`config.mk`:
```
export PLATFORM = sky130hd
export DESIGN_NAME = wb_arb2
export DESIGN_NICKNAME = d
export VERILOG_FILES = /design/src/rtl/wb_arb2.sv
export SDC_FILE = /design/constraint.sdc
export NUM_CORES = 1
export LEC_CHECK = 0
export CAP_MARGIN = 0
export CORE_AREA = 2 2 107 109
export CTS_CLUSTER_SIZE = 24
export DETAILED_ROUTE_END_ITERATION = 8
export DIE_AREA = 0 0 109 111
export HOLD_SLACK_MARGIN = 0.08
export PLACE_DENSITY = 0.75
export SLEW_MARGIN = 5
export SYNTH_ARGS = -nofsm -noshare
export SYNTH_HDL_FRONTEND = slang
export SYNTH_SLANG_ARGS = --single-unit
```
`constraint.sdc`:
```
create_clock -name clk_i -period 3.4 [get_ports clk_i]
set_input_delay 0.51 -clock clk_i [delete_from_list [all_inputs] [get_ports clk_i]]
set_output_delay 0.51 -clock clk_i [all_outputs]
set_load 0.02 [all_outputs]
```
`src/rtl/wb_arb2.sv`:
```
// ---------------------------------------------------------------------------
// wb_arb2 -- two-master to one-slave Wishbone arbiter (pipelined handshake).
//
// Grant is decided on a rising edge and held until the owning master drops
// cyc; ties out of IDLE go to the master that was not granted last. While a
// master owns the bus its request fields pass straight to the slave and the
// slave's responses pass straight back. A per-grant outstanding counter and
// a watchdog produce a one-cycle error to the owner when the slave stays
// silent too long on accepted requests.
//
// Ports
//   clk_i, rst_i                   clock, synchronous active-high reset
//   mN_cyc_i/stb_i/we_i            master N (N=0,1) bus cycle, strobe, write
//   mN_adr_i/dat_i/sel_i           master N address, write data, byte selects
//   mN_dat_o                       read data (s_dat_i, valid with ack)
//   mN_ack_o/err_o/stall_o         master N responses
//   s_cyc_o/stb_o/we_o/adr_o/
//   s_dat_o/sel_o                  request to the shared slave
//   s_dat_i/ack_i/err_i/stall_i    response from the shared slave
//   gnt_o                          one-hot grant, 00 when idle
// ---------------------------------------------------------------------------
module wb_arb2 #(
  parameter int ADDR_WIDTH = 16,
  parameter int DATA_WIDTH = 32,
  parameter int GRANULE    = 8,
  parameter int TIMEOUT    = 15,
  localparam int SEL_WIDTH = DATA_WIDTH / GRANULE
) (
  input  logic                  clk_i,
  input  logic                  rst_i,
  // master 0
  input  logic                  m0_cyc_i,
  input  logic                  m0_stb_i,
  input  logic                  m0_we_i,
  input  logic [ADDR_WIDTH-1:0] m0_adr_i,
  input  logic [DATA_WIDTH-1:0] m0_dat_i,
  input  logic [SEL_WIDTH-1:0]  m0_sel_i,
  output logic [DATA_WIDTH-1:0] m0_dat_o,
  output logic                  m0_ack_o,
  output logic                  m0_err_o,
  output logic                  m0_stall_o,
  // master 1
  input  logic                  m1_cyc_i,
  input  logic                  m1_stb_i,
  input  logic                  m1_we_i,
  input  logic [ADDR_WIDTH-1:0] m1_adr_i,
  input  logic [DATA_WIDTH-1:0] m1_dat_i,
  input  logic [SEL_WIDTH-1:0]  m1_sel_i,
  output logic [DATA_WIDTH-1:0] m1_dat_o,
  output logic                  m1_ack_o,
  output logic                  m1_err_o,
  output logic                  m1_stall_o,
  // shared slave
  output logic                  s_cyc_o,
  output logic                  s_stb_o,
  output logic                  s_we_o,
  output logic [ADDR_WIDTH-1:0] s_adr_o,
  output logic [DATA_WIDTH-1:0] s_dat_o,
  output logic [SEL_WIDTH-1:0]  s_sel_o,
  input  logic [DATA_WIDTH-1:0] s_dat_i,
  input  logic                  s_ack_i,
  input  logic                  s_err_i,
  input  logic                  s_stall_i,
  // grant
  output logic [1:0]            gnt_o
);

  typedef enum logic [1:0] {
    IDLE = 2'd0,
    GNT0 = 2'd1,
    GNT1 = 2'd2
  } state_t;

  localparam logic [7:0] TO_LIMIT = 8'(TIMEOUT);

  state_t     state_q, state_d;
  logic       last_q, last_d;     // master that held the bus most recently
  logic [7:0] out_q;              // requests accepted but not yet answered
  logic [7:0] wd_q;               // cycles without a response while out_q != 0
  logic       to_pulse_q;         // timeout error owed to the current owner

  logic own0, own1;
  logic accept, resp, grant_change, wd_hit;

  // Reset removes ownership combinationally so an aborted transfer sees no
  // response and the slave sees cyc drop in the same cycle.
  assign own0 = (state_q == GNT0) && !rst_i;
  assign own1 = (state_q == GNT1) && !rst_i;

  // -------------------------------------------------------------------------
  // Grant FSM: next state
  // -------------------------------------------------------------------------
  always_comb begin
    // NOTE: every variable gets a default before the case so no path leaves
    // it unassigned; otherwise synthesis infers a latch.
    state_d = state_q;
    last_d  = last_q;
    unique case (state_q)
      IDLE: begin
        if (m0_cyc_i && m1_cyc_i) state_d = last_q ? GNT0 : GNT1;
        else if (m0_cyc_i)        state_d = GNT0;
        else if (m1_cyc_i)        state_d = GNT1;
      end
      GNT0: begin
        if (!m0_cyc_i) begin
          last_d  = 1'b0;
          state_d = m1_cyc_i ? GNT1 : IDLE;
        end
      end
      GNT1: begin
        if (!m1_cyc_i) begin
          last_d  = 1'b1;
          state_d = m0_cyc_i ? GNT0 : IDLE;
        end
      end
      default: state_d = IDLE;
    endcase
  end

  // -------------------------------------------------------------------------
  // Request mux and response routing
  // -------------------------------------------------------------------------
  always_comb begin
    s_cyc_o = 1'b0;
    s_stb_o = 1'b0;
    s_we_o  = 1'b0;
    s_adr_o = '0;
    s_dat_o = '0;
    s_sel_o = '0;
    if (own0) begin
      s_cyc_o = m0_cyc_i;
      s_stb_o = m0_stb_i;
      s_we_o  = m0_we_i;
      s_adr_o = m0_adr_i;
      s_dat_o = m0_dat_i;
      s_sel_o = m0_sel_i;
    end else if (own1) begin
      s_cyc_o = m1_cyc_i;
      s_stb_o = m1_stb_i;
      s_we_o  = m1_we_i;
      s_adr_o = m1_adr_i;
      s_dat_o = m1_dat_i;
      s_sel_o = m1_sel_i;
    end
  end

  assign gnt_o      = {own1, own0};
  assign m0_dat_o   = s_dat_i;
  assign m1_dat_o   = s_dat_i;
  assign m0_ack_o   = own0 & s_ack_i;
  assign m1_ack_o   = own1 & s_ack_i;
  assign m0_err_o   = own0 & (s_err_i | to_pulse_q);
  assign m1_err_o   = own1 & (s_err_i | to_pulse_q);
  assign m0_stall_o = own0 ? s_stall_i : 1'b1;
  assign m1_stall_o = own1 ? s_stall_i : 1'b1;

  // -------------------------------------------------------------------------
  // Outstanding counter and watchdog
  // -------------------------------------------------------------------------
  assign accept       = s_cyc_o & s_stb_o & ~s_stall_i;
  assign resp         = s_ack_i | s_err_i;
  assign grant_change = (state_d != state_q);
  // A slave response in the same cycle as the would-be timeout wins.
  assign wd_hit       = !resp && (out_q != 8'd0) && ((wd_q + 8'd1) == TO_LIMIT);

  always_ff @(posedge clk_i) begin
    if (rst_i) begin
      state_q    <= IDLE;
      last_q     <= 1'b1;
      out_q      <= 8'd0;
      wd_q       <= 8'd0;
      to_pulse_q <= 1'b0;
    end else begin
      // NOTE: non-blocking assignments so every register samples the values
      // from before this edge, independent of statement order.
      state_q    <= state_d;
      last_q     <= last_d;
      to_pulse_q <= wd_hit && !grant_change;
      if (grant_change || wd_hit) begin
        out_q <= 8'd0;
        wd_q  <= 8'd0;
      end else begin
        // Accept and response in the same cycle cancel; a response with
        // nothing outstanding is forwarded but not counted.
        if (accept && !resp) begin
          if (out_q != 8'hFF) out_q <= out_q + 8'd1;
        end else if (!accept && resp && (out_q != 8'd0)) begin
          out_q <= out_q - 8'd1;
        end
        if ((out_q == 8'd0) || resp) wd_q <= 8'd0;
        else if (wd_q != 8'hFF)      wd_q <= wd_q + 8'd1;
      end
    end
  end

endmodule

```
Figure 1. Congestion heat map.
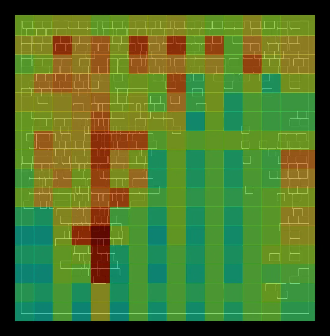
utilization after layout: 35.64%
met1 Use GR: 20.78%
routed wirelength normalized by instance count: 22.27 um

Figure 2. Met1 routing.
Supply wires on this layer in gray.
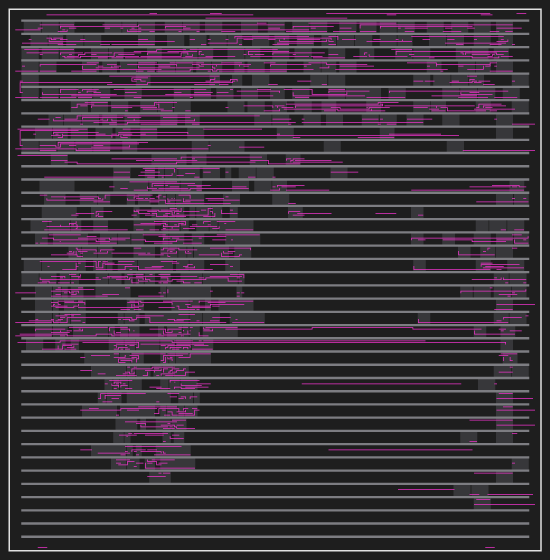
wire length on this layer	4400 um
nets with wire on the layer	468
longest straight run	69.0 um
main direction	horizontal
total wire length: 12110 um
via count of the routed design: 2656

==> results.ini <==
[logic_synthesis]
synth.mux.area_fraction_pct=3.000
yosysTopAreaCell=sky130_fd_sc_hd__buf_4
yosys_register_bits=20
logic_family=AND-OR/OR-AND gates
area_leaders=sky130_fd_sc_hd__buf_4, sky130_fd_sc_hd__a22o_1, sky130_fd_sc_hd__dfxtp_1
synth-cells-yosys=295
yosysTopAreaCellShare_pct=21.16
async_reset_ff_share_pct=0

[global_routing]
routing_usage_on_met3_pct=13.52
grt_usage_pct=18.99

[clock_tree]
cts_hold_buf=0
cts_root_buffer=sky130_fd_sc_hd__clkbuf_16

[route]
drc_errors_left=0
final_antenna_net_count=0
routed-wl-met3_um=2135

[setup_path]
critPathArrivalTime_ns=2.66
reg2reg_from=state_q[1]
timing.critical_path.buf_inv=3
setup.worst_path.end_class=output port

[finish]
lay_top_count=sky130_fd_sc_hd__clkdlybuf4s50_1
fin_area_sq_um=3948
buffers=185
multi_input_comb_area_sq_um=1399
final.clkbuf_count=4
flop-count=20
ff_latch_area_sq_um=400.4
biggestCellCategory=non-clock buffers
buf_share_pct=47.16
inv_count=5

[final_timing]
hold-worst-slack_ns=0.5122
final_period_minus_worst_setup_slack_ns=3.169

[floorplan]
floorplan.initialDensity_pct=21.46
total_core_area_sq_um=11080
fp-row-count=39

[power_and_ir_drop]
cellLeakagePower_uw=0.001486

[job]
maxCapViolations=0

[outcome]
outcome=finished clean

[worst_hold_path]
min_path_type=reg -> reg

[placed_design]
io_buffer_count=177

